===== src/rtl/csr_counter_pkg.sv =====
// Shared constants for the counter/timer CSR bank: address map, csr_op encodings, inhibit bit layout.
// No timing of its own; helpers are pure functions.
// No backpressure involved.
package csr_counter_pkg;

    localparam logic [1:0] CSR_OP_RD = 2'b00;
    localparam logic [1:0] CSR_OP_RW = 2'b01;
    localparam logic [1:0] CSR_OP_RS = 2'b10;
    localparam logic [1:0] CSR_OP_RC = 2'b11;

    localparam logic [3:0]  CSR_USER_PAGE     = 4'hC;
    localparam logic [3:0]  CSR_MACH_PAGE     = 4'hB;
    localparam logic [11:0] CSR_MCOUNTINHIBIT = 12'h320;
    localparam logic [11:0] CSR_MCOUNTOVF     = 12'h7C0;

    localparam int INH_CY   = 0;
    localparam int INH_TM   = 1;
    localparam int INH_IR   = 2;
    localparam int INH_HPM0 = 3;

    // Bits that correspond to a real, inhibitable counter; time (bit 1) is never included.
    function automatic logic [31:0] inh_mask(input int nhpm);
        logic [31:0] m;
        m         = '0;
        m[INH_CY] = 1'b1;
        m[INH_IR] = 1'b1;
        for (int i = 0; i < nhpm; i++) m[INH_HPM0 + i] = 1'b1;
        return m;
    endfunction

    function automatic logic [31:0] csr_apply(input logic [1:0] op, input logic [31:0] old,
                                              input logic [31:0] wd);
        case (op)
            CSR_OP_RW: return wd;
            CSR_OP_RS: return old | wd;
            default:   return old & ~wd;
        endcase
    endfunction

endpackage


===== src/rtl/csr_counter_bank_if.sv =====
// CSR access bus between core decode (master) and the counter bank (slave).
// Read data, hit and illegal are combinational from the address/strobe.
// No backpressure: every access completes in the cycle it is presented.
interface csr_counter_bank_if;
    logic [11:0] csr_addr;
    logic        csr_we;
    logic [1:0]  csr_op;
    logic [31:0] csr_wdata;
    logic [31:0] csr_rdata;
    logic        csr_hit;
    logic        csr_illegal;

    modport master (output csr_addr, csr_we, csr_op, csr_wdata,
                    input  csr_rdata, csr_hit, csr_illegal);
    modport slave  (input  csr_addr, csr_we, csr_op, csr_wdata,
                    output csr_rdata, csr_hit, csr_illegal);
endinterface


===== src/rtl/csr_counter_cell.sv =====
// One W-bit counter with independent lo/hi 32-bit write ports and a wrap flag.
// Writes and increments land on the next clk edge; wrap is combinational.
// No backpressure; a write in the same cycle as an increment wins.
module csr_counter_cell #(
    parameter int W = 64
) (
    input  logic         clk,
    input  logic         rst,
    input  logic         inc,
    input  logic         we_lo,
    input  logic         we_hi,
    input  logic [31:0]  wdat,
    output logic [W-1:0] cnt,
    output logic         wrap
);

    always_ff @(posedge clk or posedge rst) begin
        if (rst) begin
            cnt <= '0;
        end else if (we_lo) begin
            cnt[31:0] <= wdat;
        end else if (we_hi) begin
            cnt[W-1:32] <= wdat[W-33:0];
        end else if (inc) begin
            cnt <= cnt + W'(1);
        end
    end

    assign wrap = inc && !we_lo && !we_hi && (&cnt);

endmodule


===== src/rtl/csr_counter_bank.sv =====
// RV32 counter/timer CSRs (cycle, time, instret, hpm) with mcountinhibit; CSR_OVF_IRQ_EN adds overflow CSR 0x7C0.
// Reads combinational; writes, increments and the time prescaler update on the next clk edge.
// No backpressure: every CSR access completes in its cycle.
module csr_counter_bank
    import csr_counter_pkg::*;
#(
    parameter  int COUNTER_W = 64,
    parameter  int NUM_HPM   = 4,
    parameter  int TICK_DIV  = 50000000,
    localparam int EVT_W     = (NUM_HPM > 0) ? NUM_HPM : 1
) (
    input  logic               clk,
    input  logic               rst,
    csr_counter_bank_if.slave  csr,
    input  logic               retire,
    input  logic [EVT_W-1:0]   hpm_evt,
    output logic               ovf_irq
);

    localparam int              NUM_CH   = NUM_HPM + 2;
    localparam logic [31:0]     CNT_MASK = inh_mask(NUM_HPM);
    localparam int              PRE_W    = (TICK_DIV > 1) ? $clog2(TICK_DIV) : 1;
    localparam logic [PRE_W-1:0] PRE_LAST = PRE_W'(TICK_DIV - 1);

    logic [COUNTER_W-1:0] cnt_q [NUM_CH];
    logic [NUM_CH-1:0]    ch_inc, ch_we_lo, ch_we_hi, ch_wrap;
    logic [COUNTER_W-1:0] time_q;
    logic [PRE_W-1:0]     pre_q;
    logic [31:0]          inh_q, wrap_bits, rd_dat, wr_dat;
    logic [63:0]          cnt_val;
    logic [4:0]           idx;
    logic [3:0]           page;
    logic                 hi, page_ok, ctr_sel, tm_sel, hit, illegal, wr_ok;
    int                   sel_ch;
`ifdef CSR_OVF_IRQ_EN
    logic [31:0]          ovf_q, ovf_d;
`endif

    // Counter channels: 0 = cycle, 1 = instret, 2+k = hpm k; address index = channel + (channel != 0).
    always_comb begin
        idx     = csr.csr_addr[4:0];
        hi      = csr.csr_addr[7];
        page    = csr.csr_addr[11:8];
        sel_ch  = (idx == 5'd0) ? 0 : int'(idx) - 1;
        page_ok = (csr.csr_addr[6:5] == 2'b00) &&
                  (page == CSR_USER_PAGE || page == CSR_MACH_PAGE);
        ctr_sel = page_ok && CNT_MASK[idx];
        tm_sel  = page_ok && (idx == 5'(INH_TM)) && (page == CSR_USER_PAGE);
        cnt_val = '0;
        for (int c = 0; c < NUM_CH; c++) begin
            if (sel_ch == c) cnt_val = 64'(cnt_q[c]);
        end
        if (tm_sel) cnt_val = 64'(time_q);
        hit    = 1'b0;
        rd_dat = '0;
        if (ctr_sel || tm_sel) begin
            hit    = 1'b1;
            rd_dat = hi ? cnt_val[63:32] : cnt_val[31:0];
        end else if (csr.csr_addr == CSR_MCOUNTINHIBIT) begin
            hit    = 1'b1;
            rd_dat = inh_q;
        end
`ifdef CSR_OVF_IRQ_EN
        else if (csr.csr_addr == CSR_MCOUNTOVF) begin
            hit    = 1'b1;
            rd_dat = ovf_q;
        end
`endif
    end

    assign illegal = csr.csr_we && (csr.csr_op != CSR_OP_RD) &&
                     (csr.csr_addr[11:10] == 2'b11) && hit;
    assign wr_ok   = csr.csr_we && (csr.csr_op != CSR_OP_RD) && hit && !illegal;
    assign wr_dat  = csr_apply(csr.csr_op, rd_dat, csr.csr_wdata);

    assign csr.csr_rdata   = rd_dat;
    assign csr.csr_hit     = hit;
    assign csr.csr_illegal = illegal;

    for (genvar c = 0; c < NUM_CH; c++) begin : g_ch
        localparam int BIT = (c == 0) ? INH_CY : (c == 1) ? INH_IR : INH_HPM0 + c - 2;
        logic evt;
        if (c == 0) begin : g_cy
            assign evt = 1'b1;
        end else if (c == 1) begin : g_ir
            assign evt = retire;
        end else begin : g_hpm
            assign evt = hpm_evt[c-2];
        end
        // Only the machine alias can reach here: user-alias writes are flagged illegal.
        assign ch_inc[c]   = evt && !inh_q[BIT];
        assign ch_we_lo[c] = wr_ok && ctr_sel && (sel_ch == c) && !hi;
        assign ch_we_hi[c] = wr_ok && ctr_sel && (sel_ch == c) && hi;

        csr_counter_cell #(.W(COUNTER_W)) u_cell (
            .clk   (clk),
            .rst   (rst),
            .inc   (ch_inc[c]),
            .we_lo (ch_we_lo[c]),
            .we_hi (ch_we_hi[c]),
            .wdat  (wr_dat),
            .cnt   (cnt_q[c]),
            .wrap  (ch_wrap[c])
        );
    end

    always_comb begin
        wrap_bits = '0;
        for (int c = 0; c < NUM_CH; c++) wrap_bits[(c == 0) ? 0 : c + 1] = ch_wrap[c];
    end

    always_ff @(posedge clk or posedge rst) begin
        if (rst) begin
            pre_q  <= '0;
            time_q <= '0;
            inh_q  <= '0;
        end else begin
            if (pre_q == PRE_LAST) begin
                pre_q  <= '0;
                time_q <= time_q + COUNTER_W'(1);
            end else begin
                pre_q  <= pre_q + PRE_W'(1);
            end
            if (wr_ok && csr.csr_addr == CSR_MCOUNTINHIBIT) inh_q <= wr_dat & CNT_MASK;
        end
    end

`ifdef CSR_OVF_IRQ_EN
    always_comb begin
        ovf_d = ovf_q;
        if (wr_ok && csr.csr_addr == CSR_MCOUNTOVF) ovf_d = wr_dat & CNT_MASK;
        ovf_d = ovf_d | wrap_bits;
    end

    always_ff @(posedge clk or posedge rst) begin
        if (rst) begin
            ovf_q   <= '0;
            ovf_irq <= 1'b0;
        end else begin
            ovf_q   <= ovf_d;
            ovf_irq <= |ovf_d;
        end
    end
`else
    logic unused_wrap;
    assign unused_wrap = ^wrap_bits;
    assign ovf_irq     = 1'b0;
`endif

endmodule

===== src/flat_wrapper.sv =====
// flat-port wrapper written by rule: the top's interface ports become plain ports
module csr_counter_bank_flat import csr_counter_pkg::*;
#(
    parameter  int COUNTER_W = 64,
    parameter  int NUM_HPM   = 4,
    parameter  int TICK_DIV  = 50000000,
    localparam int EVT_W     = (NUM_HPM > 0) ? NUM_HPM : 1
)
  (clk, rst, retire, hpm_evt, ovf_irq, csr_csr_addr, csr_csr_we, csr_csr_op, csr_csr_wdata, csr_csr_rdata, csr_csr_hit, csr_csr_illegal);
  csr_counter_bank_if csr_i ();
  input  logic clk;
  input  logic rst;
  input  logic retire;
  input  logic [EVT_W-1:0] hpm_evt;
  output logic ovf_irq;
  input wire logic [$bits(csr_i.csr_addr)-1:0] csr_csr_addr;
  input wire logic [$bits(csr_i.csr_we)-1:0] csr_csr_we;
  input wire logic [$bits(csr_i.csr_op)-1:0] csr_csr_op;
  input wire logic [$bits(csr_i.csr_wdata)-1:0] csr_csr_wdata;
  output wire logic [$bits(csr_i.csr_rdata)-1:0] csr_csr_rdata;
  output wire logic [$bits(csr_i.csr_hit)-1:0] csr_csr_hit;
  output wire logic [$bits(csr_i.csr_illegal)-1:0] csr_csr_illegal;
  assign csr_i.csr_addr = csr_csr_addr;
  assign csr_i.csr_we = csr_csr_we;
  assign csr_i.csr_op = csr_csr_op;
  assign csr_i.csr_wdata = csr_csr_wdata;
  assign csr_csr_rdata = csr_i.csr_rdata;
  assign csr_csr_hit = csr_i.csr_hit;
  assign csr_csr_illegal = csr_i.csr_illegal;
  csr_counter_bank #(.COUNTER_W(COUNTER_W), .NUM_HPM(NUM_HPM), .TICK_DIV(TICK_DIV)) u_core (.clk(clk), .rst(rst), .csr(csr_i), .retire(retire), .hpm_evt(hpm_evt), .ovf_irq(ovf_irq));
endmodule

===== config.mk =====
export PLATFORM = sky130hd
export DESIGN_NAME = csr_counter_bank_flat
export DESIGN_NICKNAME = d
export VERILOG_FILES = /design/src/rtl/csr_counter_pkg.sv /design/src/rtl/csr_counter_bank_if.sv /design/src/rtl/csr_counter_cell.sv /design/src/rtl/csr_counter_bank.sv /design/src/flat_wrapper.sv
export SDC_FILE = /design/constraint.sdc
export NUM_CORES = 2
export LEC_CHECK = 0
export CAP_MARGIN = 20
export CORE_ASPECT_RATIO = 1.4
export CORE_MARGIN = 5
export CORE_UTILIZATION = 42
export DETAILED_ROUTE_END_ITERATION = 16
export RECOVER_POWER = 25
export SLEW_MARGIN = 20
export SYNTH_ARGS = -nofsm -noshare
export SYNTH_HDL_FRONTEND = slang
export SYNTH_SLANG_ARGS = --single-unit

===== constraint.sdc =====
create_clock -name clk -period 40.7 [get_ports clk]
set_clock_uncertainty 0.1 [all_clocks]
set_input_delay 4.07 -clock clk [delete_from_list [all_inputs] [get_ports clk]]
set_output_delay 4.07 -clock clk [all_outputs]
set_load 0.03 [all_outputs]

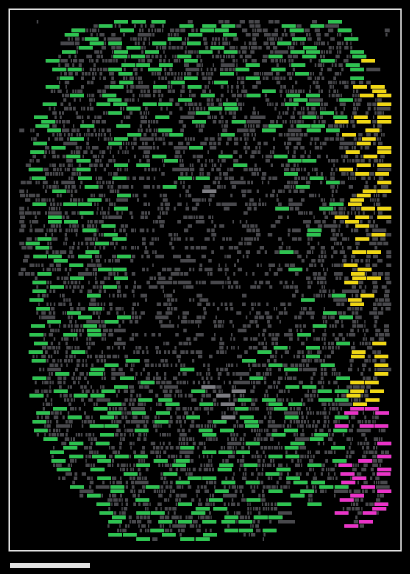
(sequential cells coloured by netlist name)
The bar under the picture is 50 um long. Other sequential cells in the stronger grey, the rest of the logic in the fainter grey.
colour	name in the netlist	sequential cells
yellow	u_core.time_q	64
green	u_core.g_ch.u_cell.cnt	384
magenta	u_core.pre_q	26
not coloured	6
Sequential cell area: 0.01201 mm2
sequential share of cell area: 33.18%
power in sequential cells: 546 uW
Finished Core Util: 47.46%

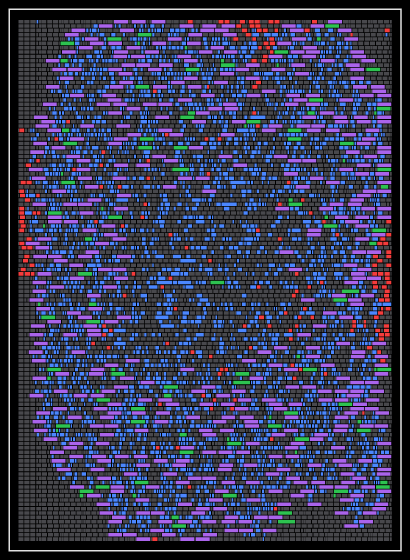
(placed cells, one colour a class)
Fill, decap, tap and diode cells in grey.
colour	class	cells	share of their area
red	other buffers and delay cells	184	4.5%
blue	all other logic	3209	56%
purple	flip-flops	480	34%
green	clock drivers and dummy loads	100	5.3%
total non-filler cell area in the finished layout: 0.03620 mm2
standard-cell rows: 120
area inside the core boundary: 0.07627 mm2

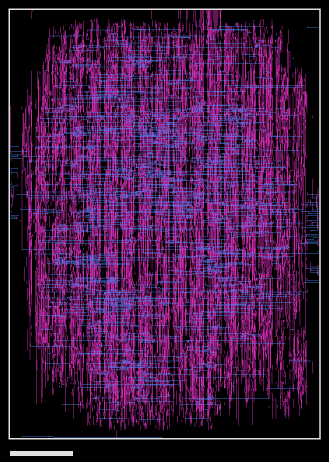
(routed metal, one colour a layer)
The bar under the picture is 50 um long. Two of the layers only.
colour	layer	wire length
blue	met3	17900 um
magenta	met2	74.7 mm

==> results.txt <==
The flow completed. STA classifies the critical path endpoint as a primary output. Maximum single-stage delay on the critical path landed at 860 ps. The clock period could shrink to between 10000 and 15000 ps.

Leaving out fill and tap cells, the most frequent cells in the layout are 480 x sky130_fd_sc_hd__dfrtp_1, 442 x sky130_fd_sc_hd__nor2_1, 372 x sky130_fd_sc_hd__nand2_1, 318 x sky130_fd_sc_hd__a21oi_1, 235 x sky130_fd_sc_hd__nand3_1. Clock tree synthesis selected as its root buffer the cell sky130_fd_sc_hd__clkbuf_16. The synthesized design spends more area on one cell type than any other, namely sky130_fd_sc_hd__dfrtp_1. The number of setup buffers added after CTS is 0. Number of storage elements in the synthesis netlist landed at 480. The net count of the finished layout is about 4000. Net count of the mapped netlist landed at 4000. Largest buffer count on any clock path landed at 3. The cell-mix breakdown from Yosys lists the simple-gate area share as 26.09%.

The report counts max-capacitance violations totalling 3. Per-instance average area after synthesis landed at 8.201 um2. The buffer_ports step reported a buffer count of slightly below 90. After clock tree synthesis, the clock-pin slew on the worst setup and hold paths is ~60 ps. Worst path arrival time landed at 9610 ps. Counting stages on the worst path, the most repeated cell is sky130_fd_sc_hd__clkdlybuf4s50_1. By area, the combinational part of the netlist is dominated by simple AND/OR/NAND/NOR gates. The number of cells on the worst reg-to-reg path is 8. The final layout report lists a filler cell count of 7578. Number of DRC violations after detailed routing landed at 0. Hold-critical path depth landed at 1. Area occupied by multi-input gates landed at 0.01919 mm2. Average via count per standard cell landed at 6.964. Estimated wirelength of the detail-placed design landed at 127900 um. Along the worst path, the maximum fanout reaches 14. The initial antenna violation count was 17. Per the synthesis report, the AND-OR/OR-AND share of the synthesized area is 20.48%.

The worst setup path is launched from an input pin. The checks that failed: capacitance limit, slew limit. The count of cells in the finished layout, fillers not included, comes to between 4000 and 5000. Source-to-sink clock delay at the later pin of the worst-skew pair landed at around 660 ps.

Total power landed at 1241 uW. Overflow left after global routing landed at 0. Setup-violating endpoint count in the final report landed at 0.

Per the detailed-route log, wirelength across all metal layers totals 174800 um. After synthesis, the design contains 3930 cells according to Yosys. Count of warning messages emitted by the tools landed at 32. Setup repair after global routing left no endpoint under its margin. The synthesized design contains 0 enable-type register cells. OpenSTA lists the critical path endpoint as csr_csr_rdata[8].

The critical path goes through clkdlybuf4s50_1, inv_1, ha_1, nor2b_1, o21ai_1, nor3_1, o221ai_1, a221oi_1, and2_1, clkdlybuf4s50_1. In the synthesized netlist the dominant register cell turns out to be sky130_fd_sc_hd__dfrtp_1. Largest net degree at the start of global routing landed at 100. The critical path is of the in2out type. For the worst reg-to-reg path, the endpoint reported by OpenROAD is u_core.g_ch[0].u_cell.cnt[63]. Worst max-slew margin expressed relative to the limit landed at -227.0%.

Via count of the routed design landed at between 30000 and 40000. Synthesis handed over a netlist of 3930 instances. For this configuration, the core starts out at a cell density of 42.26%.

The detailed router finished its first iteration with 5088 violations. Average detailed-routed wire length per instance landed at 35.24 um. The worst hold path belongs to the class reg2reg. For this run, the detailed router's first-pass iteration total came to 6.

Final worst-path cycle share landed at 33.86%. The worst hold path begins at u_core.pre_q[4]. After Yosys synthesis, XOR and XNOR cells account for between 9 and 10% of the synthesized area. TritonCTS built the clock tree. Counting tap cells, the placed design contains a total of 4849 instances.

Dividing total power by cell area gives a power density of ~34 mW/mm2. The first global-routing pass estimated 243900 um of wire. The global routing report lists combined usage of all routing layers as 40.94%.

Area growth from synthesis to final layout landed at 12.32%. In this run the full chip footprint comes out at roughly 0.082 mm2. For flop-to-flop paths, the worst setup slack is 36800 ps.

Gates resized during post-CTS repair numbered 0. Top-level I/O count landed at 89. Share of post-route cells with drive strength above 1 landed at 8.180%. STA lists the startpoint of the worst register-to-register path as u_core.g_ch[0].u_cell.cnt[12]. Per the synthesis report, the adder-cell share of the synthesized area is 0.6211%. Number of antenna-violating nets in the routed design landed at 0. After synthesis, the cell types taking the most area are sky130_fd_sc_hd__dfrtp_1 37%, sky130_fd_sc_hd__xnor2_1 5.5%, sky130_fd_sc_hd__nor2_1 5.2%. Per the synthesis report, the single largest cell type by area occupies 37.27% of cell area. Yosys stat chip area landed at between 0.03 and 0.04 mm2. Number of global-route vias before repair landed at between 30000 and 40000.

Slew at the pin closest to its max-slew limit landed at 4879 ps. Per the final timing report, the hold violations number 0. Summed negative setup slack over all endpoints landed at 0 ps.

Mux contribution to synthesized area landed at 1.953%. Counting flops with an async set or reset pin after synthesis yields a share of 100.0%. Tracing the worst setup path back leads to its startpoint at csr_csr_addr[0]. Weighted congestion at the end of routability-driven global placement landed at 1.139. In the synthesized netlist, the cells that appear most often are 480 x sky130_fd_sc_hd__dfrtp_1, 449 x sky130_fd_sc_hd__nor2_1, 372 x sky130_fd_sc_hd__nand2_1, 326 x sky130_fd_sc_hd__a21oi_1, 235 x sky130_fd_sc_hd__nand3_1. Die outline width landed at about 240 um. The flow ran to the end, but the final reports show violations. Per the OpenROAD floorplan log, the height of the die is around 340 um.

At the worst endpoint, the required time is 36530 ps. The most common logic cell in the final layout is sky130_fd_sc_hd__dfrtp_1. Before any placement, the netlist area is recorded as 0.03223 mm2. In this build the clock could be raised as far as approximately 73 MHz.

Max-slew violation count landed at 236. In this run, distinct cell masters in the synthesized netlist total about 110. sky130_fd_sc_hd__dfrtp_1 is the most common cell in the netlist. Synthesis warning total landed at 0. The worst VDD IR drop from the latest analysis is roughly 30 uV. The leakage power in the latest report is 0.01423 uW. The clock tree synthesis step divided the H-tree into 2 levels. Sequential elements use between 30% and 40% of the synthesized area.

Instance area at placement landed at 0.03432 mm2. Among all stages on the critical path, the largest delay is contributed by sky130_fd_sc_hd__clkdlybuf4s50_1. Number of buffers inserted by hold repair at cts landed at 0.
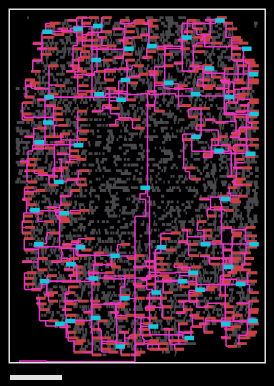
(clock wires, drivers and flops)
The bar under the picture is 50 um long.
[red] flip-flops | count: 480
[magenta] clock wires | length: 7430 um
[cyan] cells driving clock nets | count: 54
routed clock nets	55

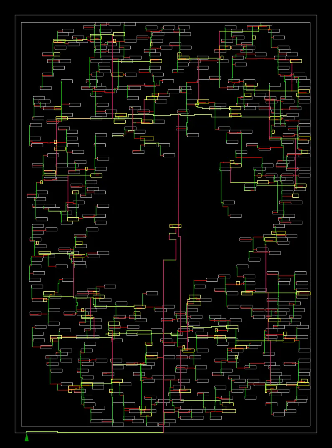
(clock routing)
clock buf count: 75
flip-flops: 480
clock sink count: 480
P_clk: 527 uW
cts bufs inserted: 54

-- cell families after synthesis --
group,Yosys count
AOI/OAI and AO/OA,1011
xor gates and xnor gates,342
adders and majority gates,16
buffers and inverters,322
DFF,480
muxes,61
other,1
and+or+nand+nor,1697
-- final cells by class --
type	instances	area share [%]
Multi-Input combinational cell	3128	53.01
Tap cell	976	3.373
Clock inverter	25	0.6982
Inverter	81	0.8434
Sequential cell	480	33.18
Antenna cell	12	0.08295
Clock buffer	75	4.459
Timing Repair Buffer	184	4.352
-- metrics by stage --
stage	hold WS, ps	utilization, %	worst slack (ps)
after floorplan	342.0	-	23140
after global placement	379.2	44.99	27290
after detailed placement	384.4	45.00	27320
after CTS	395.9	47.44	27290
after global routing	399.7	47.42	26970
final	395.7	47.46	26920
-- report_power, final --
group          switching (uW)  internal (uW)  total, uW
sequential               48.4            497        546
clock                     224            302        527
combinational             120           49.0        169
total                     393            848       1240
-- critical path, delay by kind of cell --
kind	cells	cell delay, ps
compound gates	3	1590
simple gates	3	1740
fa+ha+maj	1	470
buf+inv	3	1730
-- worst min-delay path by stage --
stage,endpoint,slack (ps)
after CTS,u_core.pre_q[4],400
after floorplan,u_core.time_q[63],340
final,u_core.pre_q[4],400
after global placement,u_core.pre_q[4],380
after detailed placement,u_core.pre_q[4],380
after global routing,u_core.pre_q[4],400
-- per-layer routing --
layer	share of wire, %	global-route usage, %	vias to the layer above
li1	-	-	14420
met1	35	48.19	16880
met2	43	61.69	2456
met3	10	10.71	793
met4	12	36.14	4
met5	0.015	0	-
-- state kept, by name (all words and copies together), names as in the netlist --
name                    cells
u_core.time_q              64
u_core.inh_q                6
u_core.g_ch.u_cell.cnt    384
u_core.pre_q               26
Power figures rest on the tool's default switching activity, not on a simulated workload.
